File: src/rtl/lmg_pkg.sv
`default_nettype none
// ============================================================================
//  Module      : lmg_pkg
//  Description : Shared constants and FSM state encoding for the LMG result
//                writer (move FIFO -> control RAM drain path).
//  Revision    : 1.0 - initial release
// ============================================================================
package lmg_pkg;

    // RAM word address of move 0, word 0
    localparam int BASE_ADDR      = 16;
    // 32-bit RAM words used to store one 152-bit move entry
    localparam int WORDS_PER_MOVE = 5;
    // Width of one LMG FIFO entry
    localparam int ENTRY_WIDTH    = 152;
    // Entries beyond this count are discarded and flagged as overflow
    localparam int MAX_MOVES      = 218;

    typedef enum logic [2:0] {
        IDLE  = 3'd0,
        WAIT  = 3'd1,
        POP   = 3'd2,
        LATCH = 3'd3,
        WRITE = 3'd4,
        DONE  = 3'd5
    } state_t;

endpackage
`default_nettype wire

File: src/rtl/lmg_result_writer_if.sv
`default_nettype none
// ============================================================================
//  Module      : lmg_result_writer_if
//  Description : FIFO read side and RAM write port bundle between the LMG
//                move FIFO, the result writer and the control-block RAM.
//                master = result writer, slave = FIFO/RAM side.
//  Revision    : 1.0 - initial release
// ============================================================================
interface lmg_result_writer_if #(
    parameter int DATA_WIDTH  = 32,
    parameter int ADDR_WIDTH  = 15,
    parameter int ENTRY_WIDTH = lmg_pkg::ENTRY_WIDTH
);
    logic                   fifoEmpty;
    logic [ENTRY_WIDTH-1:0] fifoData;
    logic                   fifoRdreq;
    logic                   ram_wren;
    logic [ADDR_WIDTH-1:0]  ram_addr;
    logic [DATA_WIDTH-1:0]  ram_wdata;

    modport master (
        input  fifoEmpty,
        input  fifoData,
        output fifoRdreq,
        output ram_wren,
        output ram_addr,
        output ram_wdata
    );

    modport slave (
        output fifoEmpty,
        output fifoData,
        input  fifoRdreq,
        input  ram_wren,
        input  ram_addr,
        input  ram_wdata
    );
endinterface
`default_nettype wire

File: src/rtl/lmg_result_writer_entry_word_sel.sv
`default_nettype none
// ============================================================================
//  Module      : entry_word_sel
//  Description : Picks RAM word k of a move entry. The entry is zero-extended
//                to a whole number of words, so the last word carries the
//                top entry bits with zero padding above them.
//  Revision    : 1.0 - initial release
// ============================================================================
module entry_word_sel #(
    parameter int DATA_WIDTH  = 32,
    parameter int ENTRY_WIDTH = 152,
    parameter int WORDS       = 5
) (
    input  wire logic [ENTRY_WIDTH-1:0] entry_i,
    input  wire logic [2:0]             k_i,
    output logic      [DATA_WIDTH-1:0]  word_o
);
    localparam int PAD_W = WORDS * DATA_WIDTH - ENTRY_WIDTH;

    logic [WORDS*DATA_WIDTH-1:0] padded;

    assign padded = {{PAD_W{1'b0}}, entry_i};

    // Word multiplexer; an out-of-range index returns zero
    always_comb begin
        word_o = '0;
        for (int i = 0; i < WORDS; i++) begin
            if (k_i == 3'(i)) begin
                word_o = padded[i*DATA_WIDTH +: DATA_WIDTH];
            end
        end
    end
endmodule
`default_nettype wire

File: src/rtl/lmg_result_writer.sv
`default_nettype none
// ============================================================================
//  Module      : lmg_result_writer
//  Description : Drains the LMG move FIFO and stores each 152-bit entry as
//                five consecutive 32-bit words in the control RAM, starting
//                at BASE_ADDR. Reports moves written, done and overflow.
//  Revision    : 1.0 - initial release
// ============================================================================
module lmg_result_writer #(
    parameter int DATA_WIDTH  = 32,
    parameter int ADDR_WIDTH  = 15,
    parameter int ENTRY_WIDTH = lmg_pkg::ENTRY_WIDTH,
    parameter int BASE_ADDR   = lmg_pkg::BASE_ADDR,
    parameter int MAX_MOVES   = lmg_pkg::MAX_MOVES
) (
    input  wire logic                clk,
    input  wire logic                reset,
    input  wire logic                start,
    input  wire logic                lmgDone,
    lmg_result_writer_if.master      bus,
    output logic [7:0]               writeCount,
    output logic                     done,
    output logic                     overflow
);
    import lmg_pkg::*;

    localparam logic [2:0] LAST_K = 3'(WORDS_PER_MOVE - 1);

    state_t                  state_q, state_d;
    logic [2:0]              k_q, k_d;
    logic [7:0]              count_q, count_d;
    logic [ENTRY_WIDTH-1:0]  entry_q, entry_d;
    logic                    latch_q, latch_d;
    logic                    rdreq_q, rdreq_d;
    logic                    wren_q, wren_d;
    logic [ADDR_WIDTH-1:0]   addr_q, addr_d;
    logic [DATA_WIDTH-1:0]   wdata_q, wdata_d;
    logic                    done_q, done_d;
    logic                    ovf_q, ovf_d;

    logic [ADDR_WIDTH-1:0]   count_ext;
    logic [ADDR_WIDTH-1:0]   move_base;
    logic [DATA_WIDTH-1:0]   sel_word;

    // Start address of the current move: BASE + 5*count, 5x done as shift+add
    assign count_ext = ADDR_WIDTH'(count_q);
    assign move_base = ADDR_WIDTH'(BASE_ADDR) + (count_ext << 2) + count_ext;

    // Word select looks at next-cycle entry/index so the RAM outputs register
    // the data belonging to the write they accompany.
    entry_word_sel #(
        .DATA_WIDTH  (DATA_WIDTH),
        .ENTRY_WIDTH (ENTRY_WIDTH),
        .WORDS       (WORDS_PER_MOVE)
    ) u_word_sel (
        .entry_i (entry_d),
        .k_i     (k_d),
        .word_o  (sel_word)
    );

    // Next-state logic and next values of all registered outputs
    always_comb begin
        state_d = state_q;
        k_d     = k_q;
        count_d = count_q;
        entry_d = entry_q;
        latch_d = latch_q | (lmgDone && (state_q != IDLE));
        ovf_d   = ovf_q;

        if (start) begin
            state_d = WAIT;
            k_d     = 3'd0;
            count_d = 8'd0;
            latch_d = 1'b0;
            ovf_d   = 1'b0;
        end else begin
            case (state_q)
                IDLE: begin
                    state_d = IDLE;
                end
                WAIT: begin
                    // Remaining entries are drained before done is honoured
                    if (!bus.fifoEmpty) begin
                        state_d = POP;
                    end else if (latch_q || lmgDone) begin
                        state_d = DONE;
                    end
                end
                POP: begin
                    state_d = LATCH;
                end
                LATCH: begin
                    entry_d = bus.fifoData;
                    if (count_q == 8'(MAX_MOVES)) begin
                        ovf_d   = 1'b1;
                        state_d = WAIT;
                    end else begin
                        k_d     = 3'd0;
                        state_d = WRITE;
                    end
                end
                WRITE: begin
                    if (k_q == LAST_K) begin
                        k_d     = 3'd0;
                        count_d = count_q + 8'd1;
                        state_d = WAIT;
                    end else begin
                        k_d = k_q + 3'd1;
                    end
                end
                DONE: begin
                    state_d = DONE;
                end
                default: begin
                    state_d = IDLE;
                end
            endcase
        end

        rdreq_d = (state_d == POP);
        wren_d  = (state_d == WRITE);
        done_d  = (state_d == DONE);
        addr_d  = addr_q;
        wdata_d = wdata_q;
        if (wren_d) begin
            addr_d  = move_base + ADDR_WIDTH'(k_d);
            wdata_d = sel_word;
        end
    end

    // State and output registers, synchronous reset has priority over start
    always_ff @(posedge clk) begin
        if (reset) begin
            state_q <= IDLE;
            k_q     <= 3'd0;
            count_q <= 8'd0;
            entry_q <= '0;
            latch_q <= 1'b0;
            rdreq_q <= 1'b0;
            wren_q  <= 1'b0;
            addr_q  <= '0;
            wdata_q <= '0;
            done_q  <= 1'b0;
            ovf_q   <= 1'b0;
        end else begin
            state_q <= state_d;
            k_q     <= k_d;
            count_q <= count_d;
            entry_q <= entry_d;
            latch_q <= latch_d;
            rdreq_q <= rdreq_d;
            wren_q  <= wren_d;
            addr_q  <= addr_d;
            wdata_q <= wdata_d;
            done_q  <= done_d;
            ovf_q   <= ovf_d;
        end
    end

    assign bus.fifoRdreq = rdreq_q;
    assign bus.ram_wren  = wren_q;
    assign bus.ram_addr  = addr_q;
    assign bus.ram_wdata = wdata_q;
    assign writeCount    = count_q;
    assign done          = done_q;
    assign overflow      = ovf_q;

endmodule
`default_nettype wire

File: src/flat_wrapper.sv
// flat-port wrapper written by rule: the top's interface ports become plain ports
module lmg_result_writer_flat import lmg_pkg::*;
#(
    parameter int DATA_WIDTH  = 32,
    parameter int ADDR_WIDTH  = 15,
    parameter int ENTRY_WIDTH = lmg_pkg::ENTRY_WIDTH,
    parameter int BASE_ADDR   = lmg_pkg::BASE_ADDR,
    parameter int MAX_MOVES   = lmg_pkg::MAX_MOVES
)
  (clk, reset, start, lmgDone, writeCount, done, overflow, bus_fifoEmpty, bus_fifoData, bus_fifoRdreq, bus_ram_wren, bus_ram_addr, bus_ram_wdata);
  lmg_result_writer_if #(.DATA_WIDTH(DATA_WIDTH), .ADDR_WIDTH(ADDR_WIDTH), .ENTRY_WIDTH(ENTRY_WIDTH)) bus_i ();
  input  wire logic clk;
  input  wire logic reset;
  input  wire logic start;
  input  wire logic lmgDone;
  output logic [7:0] writeCount;
  output logic done;
  output logic overflow;
  input wire logic [$bits(bus_i.fifoEmpty)-1:0] bus_fifoEmpty;
  input wire logic [$bits(bus_i.fifoData)-1:0] bus_fifoData;
  output wire logic [$bits(bus_i.fifoRdreq)-1:0] bus_fifoRdreq;
  output wire logic [$bits(bus_i.ram_wren)-1:0] bus_ram_wren;
  output wire logic [$bits(bus_i.ram_addr)-1:0] bus_ram_addr;
  output wire logic [$bits(bus_i.ram_wdata)-1:0] bus_ram_wdata;
  assign bus_i.fifoEmpty = bus_fifoEmpty;
  assign bus_i.fifoData = bus_fifoData;
  assign bus_fifoRdreq = bus_i.fifoRdreq;
  assign bus_ram_wren = bus_i.ram_wren;
  assign bus_ram_addr = bus_i.ram_addr;
  assign bus_ram_wdata = bus_i.ram_wdata;
  lmg_result_writer #(.DATA_WIDTH(DATA_WIDTH), .ADDR_WIDTH(ADDR_WIDTH), .ENTRY_WIDTH(ENTRY_WIDTH), .BASE_ADDR(BASE_ADDR), .MAX_MOVES(MAX_MOVES)) u_core (.clk(clk), .reset(reset), .start(start), .lmgDone(lmgDone), .bus(bus_i), .writeCount(writeCount), .done(done), .overflow(overflow));
endmodule
File: config.mk
export PLATFORM = sky130hd
export DESIGN_NAME = lmg_result_writer_flat
export DESIGN_NICKNAME = d
export VERILOG_FILES = /design/src/rtl/lmg_pkg.sv /design/src/rtl/lmg_result_writer_if.sv /design/src/rtl/lmg_result_writer_entry_word_sel.sv /design/src/rtl/lmg_result_writer.sv /design/src/flat_wrapper.sv
export SDC_FILE = /design/constraint.sdc
export NUM_CORES = 1
export LEC_CHECK = 0
export CAP_MARGIN = 20
export CORE_ASPECT_RATIO = 0.75
export CORE_MARGIN = 4
export CORE_UTILIZATION = 47
export DETAILED_ROUTE_END_ITERATION = 12
export PLACE_DENSITY = 0.88
export SLEW_MARGIN = 20
export SYNTH_ARGS = -nofsm -noshare
export SYNTH_HDL_FRONTEND = slang
export SYNTH_SLANG_ARGS = --single-unit
File: constraint.sdc
create_clock -name clk -period 3.6 [get_ports clk]
set_input_delay 1.08 -clock clk [delete_from_list [all_inputs] [get_ports clk]]
set_output_delay 1.08 -clock clk [all_outputs]
set_load 0.005 [all_outputs]
==> run_1/wires.png <==
Drawn at 1.5 px/um.
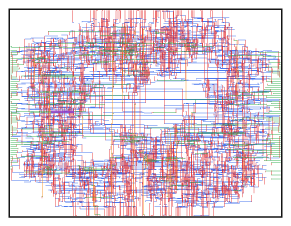
Key: purple = metal 5 [wire length 13.8 um]; blue = metal 1 [wire length 14800 um]; orange = metal 4 [wire length 754 um]; green = metal 3 [wire length 2640 um]; red = metal 2 [wire length 13700 um]
number of vias in the routed layout: 9879
Routed wire per std cell: 18.82 um
wirelength, routed: 31940 um
GRT Total Usage: 0.2449

==> run_1/congestion.png <==
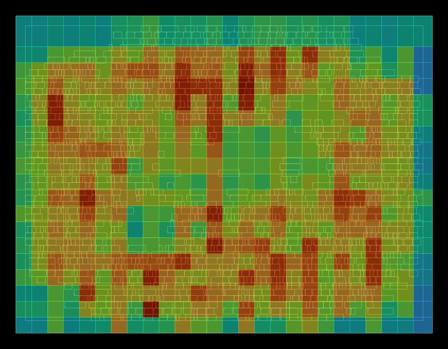
met2 global-route usage: 0.3751
global routing met3 resource utilization: 0.03959
grt met1 use: 0.3633
global-route layer with the greatest usage: met2

==> run_1/clk_routes.png <==
Drawn at 2 px/um.
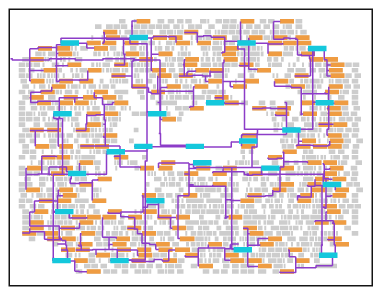
Key: cyan = clock drivers [count 23]; orange = flip-flops [count 215]; purple = clock wires [length 2760 um]
Position of the flops: all over the die. There are 24 routed clock nets.
clk pwr: 2360 uW
clock network power share: 0.456
clock tree skew after final layout: 0.01255 ns

[run 1: logic make-up after synthesis]
group                    count (synthesis)
buffers and inverters                  153
AND/OR/NAND/NOR                        355
adder cells (fa/ha/maj)                 23
multiplexers                            99
AND-OR/OR-AND                          342
flip-flops                             215
XOR/XNOR                                14
other                                    1
[run 1: final cells by class]
class,instances,share of cell area
clock inverters,5,0.005690
inverters,41,0.01111
clock buffers,34,0.04742
repair buffers,272,0.1930
flip-flops and latches,215,0.3109
multi-input cells,836,0.4053
well taps,294,0.02655
[run 1: routing by layer]
layer / GRT usage / up-vias / wire [um]
met2: 0.3751 / 460 / 13750
li1: - / 4690 / -
met1: 0.3633 / 4668 / 14790
met5: 0 / - / 13
met4: 0.05709 / 2 / 754
met3: 0.03959 / 59 / 2637
[run 1: state kept, by name, indices dropped and copies added (netlist names)]
name and flops:
u_core.overflow 1, u_core.done 1, u_core.bus.fifoRdreq 1, u_core.latch_q 1, u_core.bus.ram_addr 12, u_core.k_q 3, u_core.writeCount 8, u_core.entry_q 152
u_core.state_q 3, u_core.bus.ram_wren 1, u_core.bus.ram_wdata 32
[run 1: critical path, delay by kind of cell]
kind	cells	cell delay, ns
xor+xnor	1	0.19
simple gates	2	0.48
fa+ha+maj	3	0.62
buf+inv	3	0.58
compound gates	4	0.89
[run 1: through the flow]
stage               utilization  setup slack (ns)   TNS [ns]  hold WS [ns]  instances
global route             0.6282         -0.005365  -0.005365        0.4696       1697
global placement         0.5940           -0.2662    -0.8868        0.4361       1658
CTS                      0.6273           0.07598          0        0.4547       1697
finish                   0.6282            0.1597          0        0.4545       1697
detailed placement       0.5940           -0.4159     -1.463        0.4445       1658
floorplan                     -          0.001977          0        0.4316       1204
==> results.py, run 1 <==
# Metrics from the implementation run
metrics = {
    "clock_tree": {
        "cts-hold-fix-buffers": 0,
        "cts_root_buf": "sky130_fd_sc_hd__clkbuf_16",
        "cts.sinks": 215,
        "cts_tree": "yes",
    },
    "floorplanning": {
        "horiz_die_dim_um": 180.7,
    },
    "worst_setup_path": {
        "critical_path_arrival_ns": 3.85,
        "first_element_of_the_critical_path": "start",
        "timing.setup.critical_path_class": "in2reg",
        "timing.rr.start": "u_core.writeCount[2]",
        "reg2reg_slack_ns": 0.16,
        "worstRegToRegCells": 15,
        "crit_required_ns": 4.00,
    },
    "yosys": {
        "top_cells_by_count": "215 x sky130_fd_sc_hd__dfxtp_1, 147 x sky130_fd_sc_hd__nor2_1, 143 x sky130_fd_sc_hd__nand2_1",
        "syn-cell-area_mm2": 0.01052,
        "post_synth.cell_area_avg_um2": 8.749,
        "fa_ha_area_frac": 0.02879,
        "enable_flop_cells": 0,
    },
    "power": {
        "p_per_area_mw_per_mm2": 373.1,
        "power.share.combinational": 0.076,
    },
    "final_layout": {
        "design_area_mm2": 0.01385,
    },
    "placed_design": {
        "port_buffers": 212,
        "routabilityCongestion": 0.8710,
        "placed_cell_area_mm2": 0.01310,
    },
    "global_routing": {
        "grt_pass1_vias": 9369,
        "globalRoute.totalOverflow": 0,
    },
    "route": {
        "drt-vias-per-instance": 5.821,
    },
    "run_status": {
        "result_of_the_run": "finished clean",
    },
}
==> run_1/layer_met3.png <==
Drawn at 1.5 px/um. Cells faint in the background.
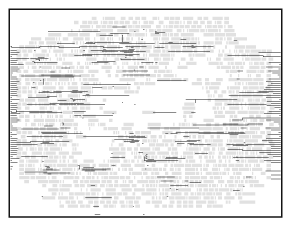

==> run 2: changes to the inputs <==
- CAP_MARGIN: 20 -> 10
- CORE_MARGIN: 4 -> 2
==> run_2/layer_met3.png <==
Drawn at 1.5 px/um. Cells faint in the background.
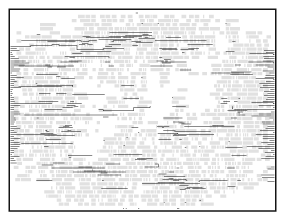
The layer holds 7.8% of the routed length. The longest straight run is 62.1 um. The layer carries 2440 um of wire. The wires run mostly horizontal. 227 nets have wire on it.

==> run_2/wires.png <==
Drawn at 1.5 px/um.
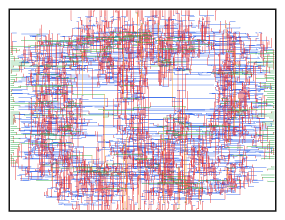
Key: red = metal 2 [wire length 13600 um]; green = metal 3 [wire length 2440 um]; orange = metal 4 [wire length 730 um]; blue = metal 1 [wire length 14500 um]
wirelength, routed: 31210 um
number of vias in the routed layout: 9856
GRT Total Usage: 0.2573

==> results.py, run 2 <==
# Metrics from the implementation run
metrics = {
    "run_status": {
        "result_of_the_run": "finished clean",
    },
    "final_layout": {
        "post_route_cells_drive_above_1_share": 0.1234,
        "largest_register_ffs": 152,
        "layout.cells.most_common": "sky130_fd_sc_hd__dfxtp_1",
        "top_register": "u_core.entry_q",
    },
    "yosys": {
        "yosys-dominant-comb-family": "AND-OR/OR-AND gates",
        "yosys.area_share.xor_xnor": 0.01166,
        "top_cells_by_count": "215 x sky130_fd_sc_hd__dfxtp_1, 147 x sky130_fd_sc_hd__nor2_1, 143 x sky130_fd_sc_hd__nand2_1",
        "syn-cell-area_mm2": 0.01052,
        "fa_ha_area_frac": 0.02879,
        "synth.largest_area_cell": "sky130_fd_sc_hd__dfxtp_1",
        "synth_top_cell_by_count": "sky130_fd_sc_hd__dfxtp_1",
        "enable_flop_cells": 0,
        "ys_dominant_reg_cell": "sky130_fd_sc_hd__dfxtp_1",
        "simple_gate_share": 0.1432,
        "post_synth.cell_area_avg_um2": 8.749,
    },
    "route": {
        "firstDrtPassIters": 7,
        "initialDrtViolationCount": 1033,
        "topRoutingLayerUsed": "met4",
        "met2WireLength_um": 13570,
        "drt-vias-per-instance": 5.781,
        "detail_route.wirelength.met1_um": 14460,
        "wl_met3_um": 2441,
        "final_routed_drc_violation_total": 0,
    },
    "worst_setup_path": {
        "critical_path_depth": 15,
        "crit_required_ns": 4.02,
        "reg2reg_slack_ns": 0.20,
        "buf_inv_on_cp": 2,
        "critical_path_arrival_ns": 3.82,
        "timing.setup.critical_path_class": "reg2reg",
        "worstRegToRegCells": 15,
        "critical-path-top-delay-family": "adder cells",
    },
    "global_routing": {
        "globalRoute.totalOverflow": 0,
        "global_route.peak_usage_layer": "met2",
        "grt_pass1_vias": 9291,
    },
    "placed_design": {
        "port_buffers": 212,
        "routabilityCongestion": 0.8818,
    },
    "timing": {
        "clock-skew-final_ns": 0.01703,
    },
    "power": {
        "p_per_area_mw_per_mm2": 373.3,
    },
    "clock_tree": {
        "max-clock-path-buffers": 3,
        "cts.sinks": 215,
        "cts-hold-fix-buffers": 0,
        "cts_root_buf": "sky130_fd_sc_hd__clkbuf_16",
        "cts_tree": "yes",
        "cts_htree_levels": 1,
    },
    "floorplanning": {
        "horiz_die_dim_um": 176.7,
    },
}
==> run_2/congestion.png <==
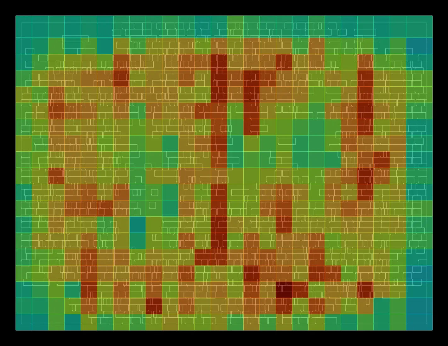
grt met1 use: 0.3836
Routed wire per std cell: 18.30 um
final core occ: 0.6314
global routing met3 resource utilization: 0.04053
met2 global-route usage: 0.3876

[run 2: final cells by class]
type	count	area (um^2)
clock buffers	33	693.2
well taps	294	367.9
clock inverters	6	63.81
multi-input cells	836	5612
diodes	1	2.502
fillers	1808	8108
repair buffers	279	2689
inverters	41	153.9
flip-flops and latches	215	4304
[run 2: worst min-delay path, delay by kind of cell, from the launching register on]
| family | cells | cell delay, ns |
|---|---|---|
| AND-OR/OR-AND | 1 | 0.05 |
| flip-flops | 1 | 0.31 |
| AND/OR/NAND/NOR | 1 | 0.05 |
[run 2: worst paths after layout]
check | start | to
max | u_core.writeCount[2] | u_core.bus.ram_addr[9]
min | u_core.entry_q[37] | u_core.entry_q[37]
max reg2reg | u_core.writeCount[2] | u_core.bus.ram_addr[9]
min reg2reg | u_core.entry_q[37] | u_core.entry_q[37]
[run 2: kinds of logic after synthesis]
family | Yosys count
AND-OR/OR-AND | 342
flip-flops | 215
other | 1
adder cells (fa/ha/maj) | 23
multiplexers | 99
buffers and inverters | 153
AND/OR/NAND/NOR | 355
XOR/XNOR | 14
[run 2: power breakdown]
part	switching (uW)	total (uW)	internal, uW
logic	169	397	228
registers	16.8	2420	2400
clock network	963	2370	1400
total	1150	5180	4040
[run 2: stage by stage]
stage / cells / setup WS [ns] / hold slack (ns) / area (um^2) / setup TNS, ns
2_1_floorplan: 1204 / 0.001977 / 0.4316 / 10520 / 0
3_3_place_gp: 1665 / -0.2821 / 0.4405 / 13110 / -0.8368
3_5_place_dp: 1665 / -0.3504 / 0.4463 / 13110 / -1.202
4_1_cts: 1704 / 0.09064 / 0.4544 / 13860 / 0
5_1_grt: 1705 / 0.007236 / 0.4654 / 13890 / 0
6_report: 1705 / 0.1992 / 0.4534 / 13890 / 0
==> run 3: changes to the inputs <==
- CAP_MARGIN: 10 -> 20
==> run_3/congestion.png <==
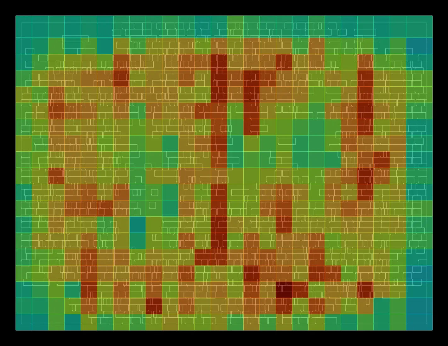

==> run_3/flops_by_reg.png <==
Drawn at 1.5 px/um. Other sequential cells in the stronger gray, the rest of the logic in the fainter gray.
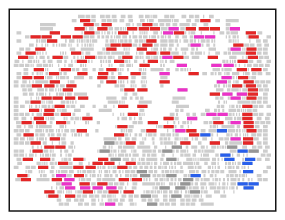
Key: red = `u_core.entry_q` [flops 152, where all over the die]; magenta = `u_core.bus.ram_wdata` [flops 32, where all over the die]; blue = `u_core.bus.ram_addr` [flops 12, where south-east]
Another 19 sequential cells are not colored.
Register Area: 0.004304 mm^2
proportion of cell area occupied by registers: 0.3100

==> run_3/layer_met3.png <==
Drawn at 1.5 px/um. Cells faint in the background.
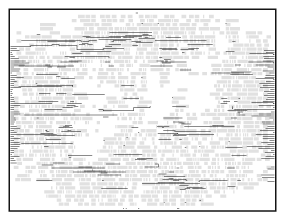
The longest straight run is 62.1 um. The wires run mostly horizontal. The layer carries 2440 um of wire. The layer holds 7.8% of the routed length. 227 nets have wire on it.

==> results.py, run 3 <==
# Metrics from the implementation run
metrics = {
    "global_routing": {
        "globalRoute.totalOverflow": 0,
        "grt_pass1_vias": 9291,
        "met1_usage": 0.3836,
    },
    "route": {
        "firstDrtPassIters": 7,
        "routed_wire_length_per_instance_um": 18.30,
        "route.vias.total": 9856,
    },
    "worst_setup_path": {
        "crit_required_ns": 4.02,
        "timing.rr.start": "u_core.writeCount[2]",
        "timing.setup.critical_path_class": "reg2reg",
        "critical_path_arrival_ns": 3.82,
        "worstRegToRegCells": 15,
        "capturing_point_of_the_worst_reg2reg_path": "u_core.bus.ram_addr[9]",
    },
    "worst_hold_path": {
        "holdPathEnd": "u_core.entry_q[37]",
    },
    "floorplanning": {
        "horiz_die_dim_um": 176.7,
    },
    "power": {
        "internal-power_uw": 4035,
        "powerComb_uw": 397,
        "p_per_area_mw_per_mm2": 373.3,
        "swShare": 0.2215,
        "switching_power_total_uw": 1148,
        "p_seq_uw": 2420,
    },
    "clock_tree": {
        "cts.sinks": 215,
        "max-clock-path-buffers": 3,
        "cts_tree": "yes",
    },
    "final_layout": {
        "top_register": "u_core.entry_q",
    },
    "timing": {
        "setup_total_negative_slack_ns": 0,
        "clock-skew-final_ns": 0.01703,
    },
    "run_status": {
        "result_of_the_run": "finished clean",
    },
    "yosys": {
        "top_cells_by_count": "215 x sky130_fd_sc_hd__dfxtp_1, 147 x sky130_fd_sc_hd__nor2_1, 143 x sky130_fd_sc_hd__nand2_1",
        "synth_top_cell_by_count": "sky130_fd_sc_hd__dfxtp_1",
    },
    "placed_design": {
        "port_buffers": 212,
        "routabilityCongestion": 0.8818,
    },
}
run 3: cell counts after synthesis:
No cell type changed its count.
run 3: final cells by class:
class,instances,area (um^2),share of cell area
clock buffers,33,693.2,0.04992
flip-flops and latches,215,4304,0.3100
repair buffers,279,2689,0.1936
multi-input cells,836,5612,0.4041
well taps,294,367.9,0.02649
inverters,41,153.9,0.01108
diodes,1,2.502,0.0001802
clock inverters,6,63.81,0.004595
run 3: worst min-delay path, cell delays in order, from the launching register on:
cell	delay, ns
sky130_fd_sc_hd__dfxtp_1	0.31
sky130_fd_sc_hd__nand2_1	0.05
sky130_fd_sc_hd__a21oi_1	0.05
run 3: logic make-up (layout without fill, tap and decap cells):
logic type                 Yosys count  in the layout  synth area share
DFF                                215            215            0.4093
other                                1              4         0.0003566
and+or+nand+nor                    355            355            0.1432
AOI/OAI and AO/OA                  342            342            0.2484
xor gates and xnor gates            14             14           0.01166
adders and majority gates           23             23           0.02879
buffers and inverters              153            359           0.06389
muxes                               99             99           0.09435
run 3: metal layers:
metal,share of wire,wire length (um)
met1,0.46,14460
met2,0.43,13570
met3,0.078,2441
met4,0.023,730
met5,0,0
run 3: through the flow:
| step | setup WS (ns) | power [uW] | area (um^2) | instances |
|---|---|---|---|---|
| floorplan | 0.001977 | 2603 | 10520 | 1204 |
| global placement | -0.2821 | 2860 | 13110 | 1665 |
| detailed placement | -0.3504 | 2865 | 13110 | 1665 |
| CTS | 0.09064 | 5215 | 13860 | 1704 |
| global route | 0.007236 | 5343 | 13890 | 1705 |
| finish | 0.1992 | 5184 | 13890 | 1705 |
Power and IR drop assume default switching activity.
